Fig. 1: run 1, M1 wires
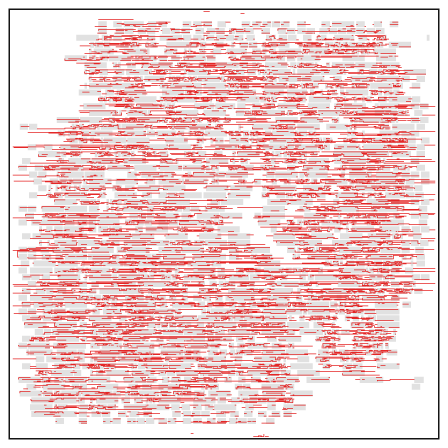
Fig. 2: run 1, signal wires on met2
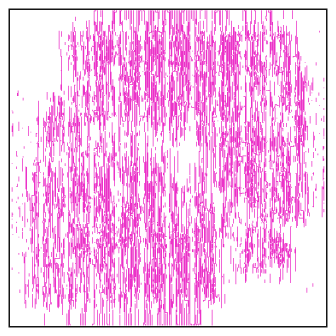
Fig. 3: run 1, metal 3
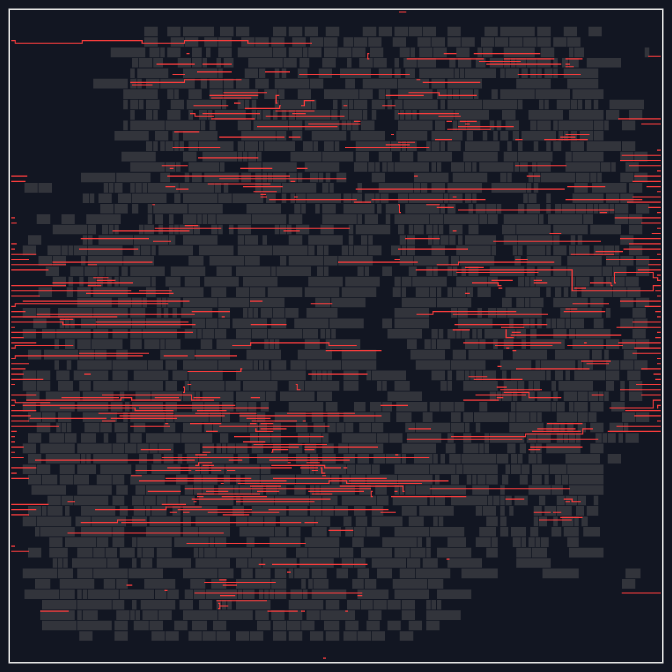
[config.mk]
export PLATFORM = sky130hd
export DESIGN_NAME = cache_set
export DESIGN_NICKNAME = d
export VERILOG_FILES = /design/src/rtl/cache_pkg.sv /design/src/rtl/cache_way.sv /design/src/rtl/cache_set.sv
export SDC_FILE = /design/constraint.sdc
export NUM_CORES = 1
export LEC_CHECK = 0
export CAP_MARGIN = 10
export CORE_MARGIN = 3
export CORE_UTILIZATION = 55
export CTS_CLUSTER_SIZE = 25
export DETAILED_ROUTE_END_ITERATION = 16
export PLACE_DENSITY = 0.8
export SYNTH_ARGS = -nofsm -noshare
export SYNTH_HDL_FRONTEND = slang
export SYNTH_SLANG_ARGS = --single-unit
[constraint.sdc]
create_clock -name clk -period 19.5 [get_ports clk]
set_input_delay 4.875 -clock clk [delete_from_list [all_inputs] [get_ports clk]]
set_output_delay 4.875 -clock clk [all_outputs]
set_load 0.03 [all_outputs]
[src/rtl/cache_pkg.sv]
// Shared types and default geometry for the cache set and its per-way line storage.
package cache_pkg;

    localparam int unsigned DEF_TAG_WIDTH  = 30;
    localparam int unsigned DEF_DATA_WIDTH = 32;
    localparam int unsigned DEF_WAYS       = 4;
    localparam int unsigned DEF_IDX_WIDTH  = $clog2(DEF_WAYS);

    typedef logic [DEF_IDX_WIDTH-1:0] way_idx_t;
    typedef logic [DEF_IDX_WIDTH-1:0] age_t;

    typedef struct packed {
        logic                      valid;
        logic                      dirty;
        logic [DEF_TAG_WIDTH-1:0]  tag;
        logic [DEF_DATA_WIDTH-1:0] data;
    } line_t;

endpackage

[src/rtl/cache_way.sv]
// Storage for one cache line: valid/dirty/tag/data with fill, byte-enable store and tag match.
// Dirty bit is kept only when CACHE_SET_DIRTY_EN is defined.
module cache_way
    import cache_pkg::*;
#(
    parameter int unsigned TAG_WIDTH  = DEF_TAG_WIDTH,
    parameter int unsigned DATA_WIDTH = DEF_DATA_WIDTH
) (
    input  logic                    clk,
    input  logic                    reset,
    input  logic                    inval,
    input  logic                    fill_we,
    input  logic [TAG_WIDTH-1:0]    fill_tag,
    input  logic [DATA_WIDTH-1:0]   fill_data,
    input  logic                    store_we,
    input  logic [DATA_WIDTH/8-1:0] store_be,
    input  logic [DATA_WIDTH-1:0]   store_data,
    input  logic [TAG_WIDTH-1:0]    lookup_tag,
    output logic                    match,
    output logic                    valid,
    output logic                    dirty,
    output logic [TAG_WIDTH-1:0]    tag,
    output logic [DATA_WIDTH-1:0]   data
);

    logic                  valid_q;
    logic [TAG_WIDTH-1:0]  tag_q;
    logic [DATA_WIDTH-1:0] data_q;

    always_ff @(posedge clk or posedge reset) begin
        if (reset) begin
            valid_q <= 1'b0;
            tag_q   <= '0;
            data_q  <= '0;
        end else if (inval) begin
            valid_q <= 1'b0;
        end else if (fill_we) begin
            valid_q <= 1'b1;
            tag_q   <= fill_tag;
            data_q  <= fill_data;
        end else if (store_we) begin
            for (int b = 0; b < DATA_WIDTH / 8; b++) begin
                if (store_be[b]) data_q[b*8 +: 8] <= store_data[b*8 +: 8];
            end
        end
    end

`ifdef CACHE_SET_DIRTY_EN
    logic dirty_q;

    always_ff @(posedge clk or posedge reset) begin
        if (reset) begin
            dirty_q <= 1'b0;
        end else if (inval || fill_we) begin
            dirty_q <= 1'b0;
        end else if (store_we) begin
            dirty_q <= 1'b1;
        end
    end

    assign dirty = dirty_q;
`else
    assign dirty = 1'b0;
`endif

    assign match = valid_q && (tag_q == lookup_tag);
    assign valid = valid_q;
    assign tag   = tag_q;
    assign data  = data_q;

endmodule

[src/rtl/cache_set.sv]
// N-way set-associative cache set with true-LRU ages and victim selection.
// Define CACHE_SET_DIRTY_EN for write-back dirty tracking; otherwise victim_dirty is always 0.
module cache_set
    import cache_pkg::*;
#(
    parameter int unsigned TAG_WIDTH  = DEF_TAG_WIDTH,
    parameter int unsigned DATA_WIDTH = DEF_DATA_WIDTH,
    parameter int unsigned WAYS       = DEF_WAYS
) (
    input  logic                      clk,
    input  logic                      reset,
    input  logic                      lookup_en,
    input  logic [TAG_WIDTH-1:0]      lookup_tag,
    output logic                      hit,
    output logic [$clog2(WAYS)-1:0]   hit_way,
    output logic [DATA_WIDTH-1:0]     hit_data,
    input  logic                      store_en,
    input  logic [DATA_WIDTH/8-1:0]   store_be,
    input  logic [DATA_WIDTH-1:0]     store_data,
    output logic                      store_ack,
    input  logic                      fill_en,
    input  logic [TAG_WIDTH-1:0]      fill_tag,
    input  logic [DATA_WIDTH-1:0]     fill_data,
    output logic [$clog2(WAYS)-1:0]   victim_way,
    output logic                      victim_valid,
    output logic                      victim_dirty,
    output logic [TAG_WIDTH-1:0]      victim_tag,
    output logic [DATA_WIDTH-1:0]     victim_data,
    input  logic                      inval_all
);

    localparam int unsigned IDX_W = $clog2(WAYS);
    localparam logic [IDX_W-1:0] AGE_MAX = IDX_W'(WAYS - 1);

    logic [WAYS-1:0]       way_match;
    logic [WAYS-1:0]       way_valid;
    logic [WAYS-1:0]       way_dirty;
    logic [TAG_WIDTH-1:0]  way_tag  [WAYS];
    logic [DATA_WIDTH-1:0] way_data [WAYS];

    logic [IDX_W-1:0] age_q [WAYS];
    logic [IDX_W-1:0] age_d [WAYS];

    logic             touch_en;
    logic [IDX_W-1:0] touch_way;
    logic             found_invalid;

    for (genvar g = 0; g < WAYS; g++) begin : g_way
        logic fill_we;
        logic store_we;

        assign fill_we  = fill_en && !inval_all && (victim_way == IDX_W'(g));
        assign store_we = store_ack && (hit_way == IDX_W'(g));

        cache_way #(
            .TAG_WIDTH (TAG_WIDTH),
            .DATA_WIDTH(DATA_WIDTH)
        ) u_way (
            .clk       (clk),
            .reset     (reset),
            .inval     (inval_all),
            .fill_we   (fill_we),
            .fill_tag  (fill_tag),
            .fill_data (fill_data),
            .store_we  (store_we),
            .store_be  (store_be),
            .store_data(store_data),
            .lookup_tag(lookup_tag),
            .match     (way_match[g]),
            .valid     (way_valid[g]),
            .dirty     (way_dirty[g]),
            .tag       (way_tag[g]),
            .data      (way_data[g])
        );
    end

    // Valid tags are unique, so at most one way matches and an OR-mux suffices.
    always_comb begin
        hit_way  = '0;
        hit_data = '0;
        for (int i = 0; i < WAYS; i++) begin
            if (way_match[i]) begin
                hit_way  = hit_way | IDX_W'(i);
                hit_data = hit_data | way_data[i];
            end
        end
    end

    assign hit       = |way_match;
    assign store_ack = store_en && hit && !fill_en && !inval_all;

    always_comb begin
        victim_way    = '0;
        found_invalid = 1'b0;
        for (int i = WAYS - 1; i >= 0; i--) begin
            if (!way_valid[i]) begin
                victim_way    = IDX_W'(i);
                found_invalid = 1'b1;
            end
        end
        if (!found_invalid) begin
            for (int i = 0; i < WAYS; i++) begin
                if (age_q[i] == AGE_MAX) victim_way = IDX_W'(i);
            end
        end
    end

    assign victim_valid = way_valid[victim_way];
    assign victim_dirty = way_dirty[victim_way];
    assign victim_tag   = way_tag[victim_way];
    assign victim_data  = way_data[victim_way];

    always_comb begin
        touch_en  = 1'b0;
        touch_way = '0;
        if (inval_all) begin
            touch_en = 1'b0;
        end else if (fill_en) begin
            touch_en  = 1'b1;
            touch_way = victim_way;
        end else if (store_ack || (lookup_en && hit)) begin
            touch_en  = 1'b1;
            touch_way = hit_way;
        end
    end

    // Touched way becomes MRU; everything younger than it ages by one.
    always_comb begin
        for (int i = 0; i < WAYS; i++) begin
            age_d[i] = age_q[i];
            if (touch_en) begin
                if (IDX_W'(i) == touch_way) begin
                    age_d[i] = '0;
                end else if (age_q[i] < age_q[touch_way]) begin
                    age_d[i] = age_q[i] + 1'b1;
                end
            end
        end
    end

    always_ff @(posedge clk or posedge reset) begin
        if (reset) begin
            for (int i = 0; i < WAYS; i++) age_q[i] <= IDX_W'(i);
        end else begin
            for (int i = 0; i < WAYS; i++) age_q[i] <= age_d[i];
        end
    end

endmodule
==> results_dict.tcl, run 1 <==
# flow metrics
set metrics [dict create \
    status "finished clean" \
    dp.cells 1900 \
    wl_met1_um 17600 \
    crit_top_cell "clkdlybuf4s50_1" \
    crit_path_cell_trace "clkdlybuf4s50_1 > xnor2_1 > nand4_1 > or4_1 > nor4_4 > buf_4 > a22oi_1 > nand2_1 > clkdlybuf4s50_1" \
    drive_gt1_share_pct 15.0 \
    topCellsByArea "dfrtp_1, mux4_2, mux2_2" \
    adder_share_pct 0.338 \
    ys_async_sr_fraction_pct 100 \
    grt_pass1_wl_um 70500 \
    fin_ws_ns 6.26 \
    switching_share_pct 32.4 \
    worstHoldStart "g_way[0].u_way.data[2]" \
    cp_slowest_cell "clkdlybuf4s50_1" \
    finalSetupTns_ns 0 \
    inverters_excl_clock 10 \
    p_seq_share_pct 42.4 \
    hold_slack_ns 0.508 \
    die_w_um 170 \
    rows 59 \
    worst_pin_slew_ns 1.25 \
    ctsResizeCount 0 \
    lay_top_cells "nand2_1, dfrtp_1, clkdlybuf4s50_1" \
    vdd_ir_drop_max_uv 83.7 \
    cp_top_family "buffers and inverters" \
    io-pin-count 236 \
    syn_avg_cell_area_um2 10.5 \
    buffers 253 \
    power_w 0.00180 \
    r2r-end "g_way[1].u_way.data[15]" \
    drt_wl_total_um 45500 \
    buf_share_pct 13.6 \
    tool_warnings 30 \
    ys_sh_aoi_pct 10.6 \
    reg2reg_depth 10 \
    layout.cells.most_common "nand2_1" \
    seq-cell-share_pct 35.6 \
    syn_nets 1551 \
    cts_max_level 1 \
    cp.depth 9 \
    yosys_area_um2 14800 \
    die_area_um2 29000 \
    place_congestion 0.920 \
    power_sequential_w 0.000763 \
    dr.pass1.iters 6 \
    overflow 0 \
    drt.antenna.violating_nets 0 \
    top_logic_kind "multiplexers" \
    nMultiInputCombCells 1042 \
    core-area_um2 26300 \
    timing.fmax_ghz 0.0756 \
    hold_path_class "flop to flop" \
    postCtsHoldBufs 0 \
    intPower_w 0.00122 \
    cp_num_buf_inv 3 \
    relSlewSlack_pct 16.1 \
    highest_layer "met5" \
    reg2reg_from "age_q[1]" \
    arrival_ns 8.36 \
    tap_cells 335 \
    ys_sh_simple_pct 12.3 \
    slowest_delay_ns 0.68 \
    largest_area_cell "dfrtp_1" \
    synth.most_common_cell "nand2_1" \
    period_minus_slack_ns 13.24 \
]
## Picture notes: Fig. 1
longest straight run: 66.7 µm
wire length on this layer: 17,600 µm

## Picture notes: Fig. 2
main direction: vertical
wire length on this layer: 21.8 mm

## Picture notes: Fig. 3
nets with wire on the layer: 283
longest straight run: 69.5 µm
main direction: horizontal

Fig. 4: run 1, metal 4
The bar under the picture is 50 µm long.
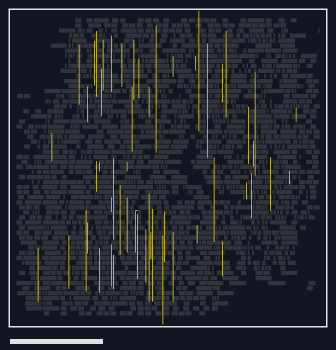

==> run 2: changes to the inputs <==
--- a/config.mk
+++ b/config.mk
@@ -7,10 +7,10 @@
 export LEC_CHECK = 0
 export CAP_MARGIN = 10
 export CORE_MARGIN = 3
-export CORE_UTILIZATION = 55
+export CORE_UTILIZATION = 49
 export CTS_CLUSTER_SIZE = 25
 export DETAILED_ROUTE_END_ITERATION = 16
-export PLACE_DENSITY = 0.8
+export PLACE_DENSITY = 0.75
 export SYNTH_ARGS = -nofsm -noshare
 export SYNTH_HDL_FRONTEND = slang
 export SYNTH_SLANG_ARGS = --single-unit
==> constraint.sdc (replaced) <==
create_clock -name clk -period 10.7 [get_ports clk]
set_input_delay 2.675 -clock clk [delete_from_list [all_inputs] [get_ports clk]]
set_output_delay 2.675 -clock clk [all_outputs]
set_load 0.03 [all_outputs]
Fig. 5: run 2, metal 4
The bar under the picture is 50 µm long.
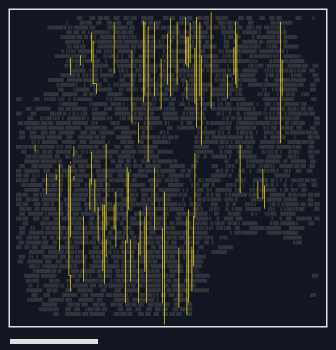
main direction: vertical
longest straight run: 76.8 µm
share of all routed wire: 4.8%
DR vias: 12,300
Total Wirelength: 46,400 µm

Fig. 6: run 2, track usage over the die
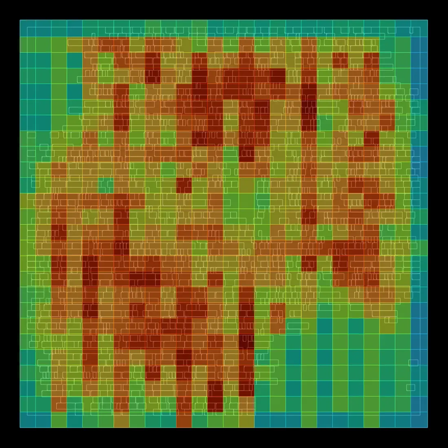
Overall Global Routing Usage: 27.9%
GRT met3 Usage: 5.99%

==> run 2 against run 1 <==
Net effect:
- critical path depth decreased by 1
- register-to-register slack got worse by 8.5 ns
- clock skew increased by 0.0011 ns
- design area increased by 1.6%
- non-clock buffer count increased by 3
- critical endpoint is now hit_way[1]
- largest power group unchanged
==> results_dict.tcl, run 2 <==
# flow metrics
set metrics [dict create \
    dr.pass1.iters 5 \
    cp.depth 8 \
    num-fill-cells 2321 \
    synthTopCellsByCount "nand2_1, dfrtp_1, xnor2_1" \
    grt_pass1_wl_um 72600 \
    power_sequential_w 0.00139 \
    rows 63 \
    slowest_delay_ns 0.76 \
    fin_ws_ns 1.82 \
    cp_num_buf_inv 3 \
    regArea_um2 6510 \
    clk_path_buf_depth 3 \
    buf_share_pct 13.5 \
    fin_nets 1738 \
    syn_nets 1551 \
    status "finished clean" \
    fp_util_pct 49.9 \
    seq-cell-share_pct 35.1 \
    buffers 256 \
    tap_cells 390 \
    timing.fmax_ghz 0.113 \
    clock_sinks 260 \
    yosysWarningCount 0 \
    path_max_fanout 36 \
    lay_top_cells "nand2_1, dfrtp_1, clkdlybuf4s50_1" \
    r2r-end "g_way[3].u_way.data[27]" \
    antenna_found_initial 7 \
    crit_path_cell_trace "clkdlybuf4s50_1 > xnor2_1 > nand4_1 > or4_1 > nor4_4 > buf_4 > or2_1 > clkdlybuf4s50_1" \
    combGateArea_um2 7900 \
    crit_required_ns 8.03 \
    crit_top_cell "clkdlybuf4s50_1" \
    ctsResizeCount 0 \
    inverters_excl_clock 10 \
    port_buffers 234 \
    largestPowerGroup "sequential cells" \
    route.detailed.drc 0 \
    drive_gt1_share_pct 15.6 \
    p_seq_share_pct 40.1 \
    place_congestion 0.925 \
    reg2reg_from "age_q[1]" \
    worstHoldStart "g_way[0].u_way.data[0]" \
    die_area_um2 32400 \
    highest_layer "met5" \
    finalHoldViolCount 0 \
    switching_share_pct 31.8 \
    worst_pin_slew_ns 1.20 \
    hold_slack_ns 0.504 \
    wl_met1_um 18600 \
    hold_path_class "flop to flop" \
    io-pin-count 236 \
    cp_slowest_cell "clkdlybuf4s50_1" \
    die_w_um 180 \
    drt.antenna.violating_nets 0 \
    cts_max_level 1 \
    postCtsHoldBufs 0 \
    largest_reg_flops 128 \
    topCellsByArea "dfrtp_1, mux4_2, mux2_2" \
    layout.cells.most_common "nand2_1" \
    adder_share_pct 0.338 \
    busiest_layer "met2" \
    relSlewSlack_pct 19.6 \
    finalSetupTns_ns 0 \
    final_cells 2017 \
    cp_top_family "buffers and inverters" \
    finalInstanceArea_um2 18600 \
    met3_length_um 3920 \
    reg2reg_depth 10 \
    wl_per_cell_um 23.0 \
    ys_sh_simple_pct 12.3 \
    grt_max_degree 124 \
    xor_share_pct 7.03 \
    syn_area_um2 14800 \
    largest_area_cell "dfrtp_1" \
    ys_async_sr_fraction_pct 100 \
    vdd_ir_drop_max_uv 147 \
    yosys_area_um2 14800 \
    dp.cells 1957 \
    syn_avg_cell_area_um2 10.5 \
    synth.most_common_cell "nand2_1" \
    ys_sh_aoi_pct 10.6 \
    period_minus_slack_ns 8.88 \
    nMultiInputCombCells 1042 \
    core-area_um2 29700 \
    drt_iter0_drc 1176 \
    seq_cells 260 \
    tool_warnings 29 \
    post_cts_buffers 0 \
    critPathKind "primary input to primary output" \
    arrival_ns 6.20 \
    top_logic_kind "multiplexers" \
    power_w 0.00345 \
    p_comb_share_pct 27.4 \
    overflow 0 \
    synthFlopType "dfrtp_1" \
    intPower_w 0.00235 \
]
Power figures rest on the tool's default switching activity, not on a simulated workload.
